## src/rtl/act_pkg.sv

```systemverilog
// Shared types and sizing for the activation-unit arbiter.
package act_pkg;

   localparam int unsigned NUM_REQ   = 4;
   localparam int unsigned DATA_W    = 8;
   localparam int unsigned OUT_CH    = 16;
   localparam int unsigned BURST_MAX = 64;
   localparam int unsigned ACT_LAT   = 1;

   // Index width, kept at least 1 bit so a single-requester build still elaborates
   function automatic int unsigned req_id_w(input int unsigned n);
      return (n > 1) ? $clog2(n) : 1;
   endfunction

   localparam int unsigned REQ_ID_W = req_id_w(NUM_REQ);
   localparam int unsigned CNT_W    = $clog2(BURST_MAX + 1);

   typedef logic signed [DATA_W-1:0] chan_t;
   typedef chan_t [OUT_CH-1:0] vec_t;

   typedef struct packed {
      logic                valid;
      logic [REQ_ID_W-1:0] id;
      logic                last;
   } tag_t;

   typedef enum logic {
      IDLE  = 1'b0,
      BURST = 1'b1
   } state_t;

endpackage

```

## src/rtl/act_arbiter_rr.sv

```systemverilog
// Combinational round-robin pick: first set request searching upward from ptr+1 with wrap.
module rr_arbiter
   import act_pkg::*;
#(
   parameter int unsigned N = NUM_REQ
) (
   input  logic [N-1:0]             req,
   input  logic [req_id_w(N)-1:0]   ptr,
   output logic [req_id_w(N)-1:0]   winner,
   output logic                     any_req
);

   localparam int unsigned IDX_W = req_id_w(N);

   logic [IDX_W-1:0] idx;

   // Scan from farthest to nearest so the nearest hit after ptr is the one that sticks
   always_comb begin
      winner  = '0;
      idx     = '0;
      any_req = |req;
      for (int i = int'(N); i >= 1; i--) begin
         idx = IDX_W'((int'(ptr) + i) % int'(N));
         if (req[idx]) begin
            winner = idx;
         end
      end
   end

endmodule

```

## src/rtl/act_arbiter.sv

```systemverilog
// Shares one registered ReLU unit between NUM_REQ engines: burst round-robin grant,
// forward path to the unit, and tag pipe that routes results back to their owner.
module act_arbiter
   import act_pkg::*;
(
   input  logic                clk,
   input  logic                rst,
   input  logic [NUM_REQ-1:0]  req_valid,
   input  logic [NUM_REQ-1:0]  req_last,
   input  vec_t [NUM_REQ-1:0]  req_data,
   output logic [NUM_REQ-1:0]  req_ready,
   output vec_t                act_in_data,
   output logic                act_in_valid,
   input  vec_t                act_out_data,
   input  logic                act_out_valid,
   output logic [NUM_REQ-1:0]  rsp_valid,
   output vec_t                rsp_data,
   output logic                rsp_last,
   output logic [REQ_ID_W-1:0] grant_id,
   output logic                busy,
   output logic                err
);

   state_t              state_q, state_d;
   logic [REQ_ID_W-1:0] gid_q, gid_d;
   logic [REQ_ID_W-1:0] ptr_q, ptr_d;
   logic [CNT_W-1:0]    cnt_q, cnt_d;
   logic                err_q;
   tag_t                tag_q [ACT_LAT];
   tag_t                tag_in;
   tag_t                tag_out;
   logic                xfer;
   logic                eob;
   logic [REQ_ID_W-1:0] winner;
   logic                any_req;
   logic                tag_busy;
   logic                hit;

   rr_arbiter #(
      .N (NUM_REQ)
   ) u_rr (
      .req     (req_valid),
      .ptr     (ptr_q),
      .winner  (winner),
      .any_req (any_req)
   );

   always_ff @(posedge clk or posedge rst) begin
      if (rst) begin
         state_q <= IDLE;
         gid_q   <= '0;
         ptr_q   <= REQ_ID_W'(NUM_REQ - 1);
         cnt_q   <= '0;
      end else begin
         state_q <= state_d;
         gid_q   <= gid_d;
         ptr_q   <= ptr_d;
         cnt_q   <= cnt_d;
      end
   end

   // Next state: arbitrate in IDLE (bubble cycle), stream beats in BURST
   always_comb begin
      state_d = state_q;
      gid_d   = gid_q;
      ptr_d   = ptr_q;
      cnt_d   = cnt_q;
      xfer    = 1'b0;
      eob     = 1'b0;
      case (state_q)
         IDLE: begin
            if (any_req) begin
               gid_d   = winner;
               ptr_d   = winner;
               state_d = BURST;
            end
         end
         BURST: begin
            xfer = req_valid[gid_q];
            if (xfer) begin
               cnt_d = cnt_q + CNT_W'(1);
               if (req_last[gid_q] || (cnt_q == CNT_W'(BURST_MAX - 1))) begin
                  eob     = 1'b1;
                  cnt_d   = '0;
                  state_d = IDLE;
               end
            end
         end
         default: state_d = IDLE;
      endcase
   end

   assign tag_in = '{valid: xfer, id: gid_q, last: eob};

   always_ff @(posedge clk or posedge rst) begin
      if (rst) begin
         for (int i = 0; i < int'(ACT_LAT); i++) begin
            tag_q[i] <= '0;
         end
      end else begin
         tag_q[0] <= tag_in;
         for (int i = 1; i < int'(ACT_LAT); i++) begin
            tag_q[i] <= tag_q[i-1];
         end
      end
   end

   assign tag_out = tag_q[ACT_LAT-1];

   // Any disagreement between the unit's valid and the tag is sticky until reset
   always_ff @(posedge clk or posedge rst) begin
      if (rst) begin
         err_q <= 1'b0;
      end else if (act_out_valid != tag_out.valid) begin
         err_q <= 1'b1;
      end
   end

   always_comb begin
      tag_busy = 1'b0;
      for (int i = 0; i < int'(ACT_LAT); i++) begin
         tag_busy = tag_busy | tag_q[i].valid;
      end
   end

   // Forward and return paths are pure decode of registered state plus live inputs
   always_comb begin
      req_ready = '0;
      if (state_q == BURST) begin
         req_ready[gid_q] = 1'b1;
      end
      act_in_valid = xfer;
      act_in_data  = xfer ? req_data[gid_q] : '0;
      hit          = act_out_valid & tag_out.valid;
      rsp_valid    = '0;
      if (hit) begin
         rsp_valid[tag_out.id] = 1'b1;
      end
      rsp_data = hit ? act_out_data : '0;
      rsp_last = hit & tag_out.last;
   end

   assign grant_id = gid_q;
   assign busy     = (state_q == BURST) | tag_busy;
   assign err      = err_q;

endmodule

```

## config.mk

```make
export PLATFORM = sky130hd
export DESIGN_NAME = act_arbiter
export DESIGN_NICKNAME = d
export VERILOG_FILES = /design/src/rtl/act_pkg.sv /design/src/rtl/act_arbiter_rr.sv /design/src/rtl/act_arbiter.sv
export SDC_FILE = /design/constraint.sdc
export NUM_CORES = 1
export LEC_CHECK = 0
export CAP_MARGIN = 10
export CORE_AREA = 2 2 359 361
export CTS_CLUSTER_SIZE = 8
export DETAILED_ROUTE_END_ITERATION = 12
export DIE_AREA = 0 0 361 363
export GPL_TIMING_DRIVEN = 0
export HOLD_SLACK_MARGIN = 0.12
export PLACE_DENSITY_LB_ADDON = 0.3
export SLEW_MARGIN = 20
export SYNTH_ARGS = -nofsm -noshare
export SYNTH_HDL_FRONTEND = slang
export SYNTH_SLANG_ARGS = --single-unit
```

## constraint.sdc

```tcl
create_clock -name clk -period 1.6 [get_ports clk]
set_input_delay 0.16 -clock clk [delete_from_list [all_inputs] [get_ports clk]]
set_output_delay 0.16 -clock clk [all_outputs]
set_load 0.02 [all_outputs]
```

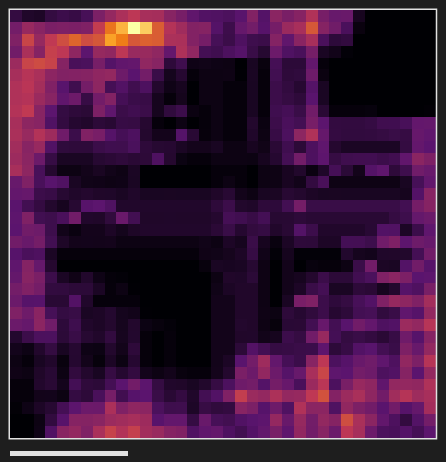
Fig. 1. Wiring heat map.
Scale bar: 100 um. The die is cut into 36 by 36 equal tiles; black is low, pale yellow is high, scaled to the fullest tile. Values are wire area over tile area, all layers added.
The fullest tile reaches 0.79. The emptiest ninth of the die: middle. The densest ninth of the die: top left. The mean over all tiles is 0.14. 17% of the tiles are nearly empty. 2.3% of the tiles are over half the peak.

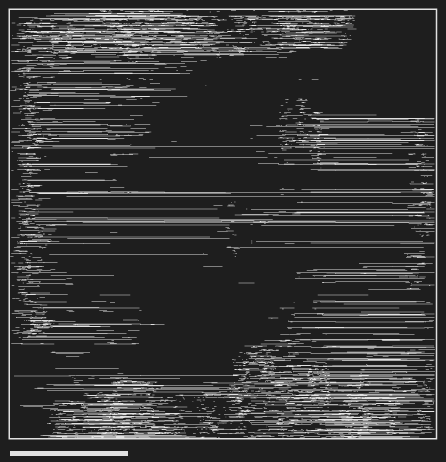
Fig. 2. Met1 routing.
Scale bar: 100 um.
1,981 nets have wire on it. The longest straight run is 324 um. The wires run mostly horizontal. The layer holds 42% of the routed length.

==> summary.txt <==
Status on the layout run. TritonCTS built the clock tree. The post-placement cell area is between 15,000 and 20,000 um2. Post-layout minimum cycle time landed at roughly 2.4 ns.

Total of endpoints with negative setup slack in the final report landed at approximately 280. For this run the detailed placement stage logged an HPWL of 89,800 um. For reference, the most critical setup path is categorized as reg2out. Number of port buffers landed at 920. The library cell used most frequently in the layout, excluding fill and tap cells, is clkdlybuf4s50_1. STA classifies the critical path startpoint as a flop. The clock reaches the later pin of the worst-skew pair after 0.27 ns. The detailed router placed between 10,000 and 15,000 vias in this run. STA classifies the critical path endpoint as a primary output.

Routability congestion estimate landed at 0.883. Hold repair after CTS inserted 0 buffers. Number of cells in Yosys stat landed at about 550. The checks that failed: setup timing. The type recorded for the worst min-delay path is in2reg. The flow ran to the end, but the final reports show violations.

The number of nets handed over by synthesis was 1,202. The final layout contains 2,212 nets. Yosys printed 0 warnings. Number of global-route vias before repair landed at 10,247.

Setup slack on the critical path of the routed design comes to -0.850 ns. The commonest register cell is dfrtp_1. Looking at the clock tree report, the root buffer type is clkbuf_16. Number of maximum-capacitance constraint violations landed at 0.

Total power density per cell area landed at 1430 nW/um2. Each instance of the synthesized netlist takes up on average 10.4 um2. At the pin with the least slew margin, the transition time is between 1 and 1.5 ns. The final max-slew violation count recorded for this run is 0. Worst-path maximum fanout landed at 7. Maximum VDD drop landed at 0.609 mV. Of all cell types, the one taking the most synthesized area is mux4_2. The floorplan step defined a die boundary enclosing 131,000 um2. Detailed-router iteration count before antenna repair landed at 5. Filler-free cell count of the finished design landed at 3,245.
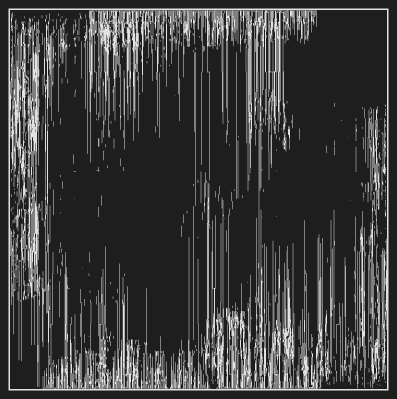
Fig. 3. M2 wires.
The layer carries 44.9 mm of wire. The longest straight run is 185 um.
final wirelength: 102,000 um
grt met2 use: 22.9%

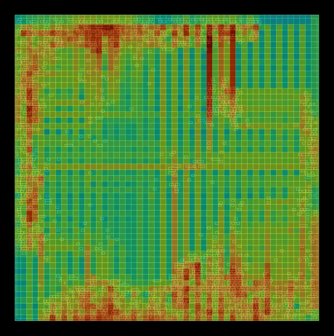
Fig. 4. Congestion heat map.
WL per Instance: 31.6 um
total global-route track usage: 14.5%

-- where the power goes --
part           internal, mW  switching [mW]
sequential            0.593           0.175
combinational          14.2            12.9
clock                 0.342           0.250
total                  15.2            13.4
-- metrics by stage --
step | util (%) | hold WS, ns | setup TNS (ns) | worst slack [ns] | power, mW
6_report | 15.7 | 0.293 | -135.67 | -0.850 | 28.5
5_1_grt | 15.6 | 0.304 | -145.34 | -0.877 | 29.8
4_1_cts | 14.6 | 0.395 | -180.13 | -0.893 | 26.0
3_5_place_dp | 13.6 | 0.409 | -403.42 | -2.09 | 22.1
3_3_place_gp | 13.5 | 0.398 | -452.70 | -2.66 | 22.3
2_1_floorplan | - | 0.0845 | -24.54 | -0.198 | 11.3
-- area by class of cell --
type | count | area (um2) | share of cell area [%]
diodes | 25 | 62.6 | 0.315
plain buffers | 68 | 956 | 4.81
clock buffers | 4 | 78.8 | 0.396
inverters | 7 | 33.8 | 0.170
multi-input cells | 451 | 5770 | 29.0
flip-flops and latches | 17 | 432 | 2.17
well taps | 1662 | 2080 | 10.5
repair buffers | 1011 | 10500 | 52.7
-- worst max-delay path, stage by stage (launching register included) --
cell       delay [ns]
dfrtp_2          0.39
buf_12           0.13
mux4_2           0.52
buf_12           0.16
buf_8            0.13
clkbuf_16        0.18
clkbuf_16        0.19
and3_4           0.18
buf_6            0.13
-- cells by family (layout without fill, tap and decap cells) --
kind of cell | count (synthesis) | in the layout | synth area share (%)
flip-flops | 17 | 17 | 7.51
AND-OR/OR-AND | 22 | 22 | 2.94
multiplexers | 130 | 130 | 51.4
buffers and inverters | 81 | 1090 | 5.86
AND/OR/NAND/NOR | 297 | 297 | 31.9
other | 0 | 25 | 0
adder cells (fa/ha/maj) | 2 | 2 | 0.439
-- final timing paths --
kind                                         start                       to  slack (ns)  cells past startpoint
setup / recovery           grant_id[0]$_DFFE_PP0P_         act_in_data[117]       -0.85                      8
hold / removal                       act_out_valid          err$_DFFE_PP0P_        0.29                      3
setup reg to reg           grant_id[0]$_DFFE_PP0P_     cnt_q[4]$_DFFE_PP0P_       -0.60                      8
hold reg to reg                    err$_DFFE_PP0P_          err$_DFFE_PP0P_        0.48                      1
max in group asynchronous                      rst  grant_id[1]$_DFFE_PP0P_        0.65                      2
min in group asynchronous                      rst     tag_out[1]$_DFF_PP0_        0.37                      2
-- flip-flops by register name (all words and copies together) (netlist names) --
signal and flops:
state_q 1, err 1, ptr_q 2, tag_out 3, grant_id 2, tag_busy 1, cnt_q 7
-- what timing repair did --
item                                    in CTS  in global routing
pin swaps                                    2                  9
setup buffers                               30                 43
cloned                                      10                 12
hold endpoints to repair                     0                  0
endpoints found under the setup margin     282                280
resized                                   1238                734
-- layer usage --
layer | up-vias | part of all wire [%]
met1 | 5142 | 42
li1 | 4224 | -
met3 | 196 | 11
met2 | 727 | 44
met5 | - | 0.57
met4 | 90 | 2.0
Power is estimated from default activity; no workload was simulated.
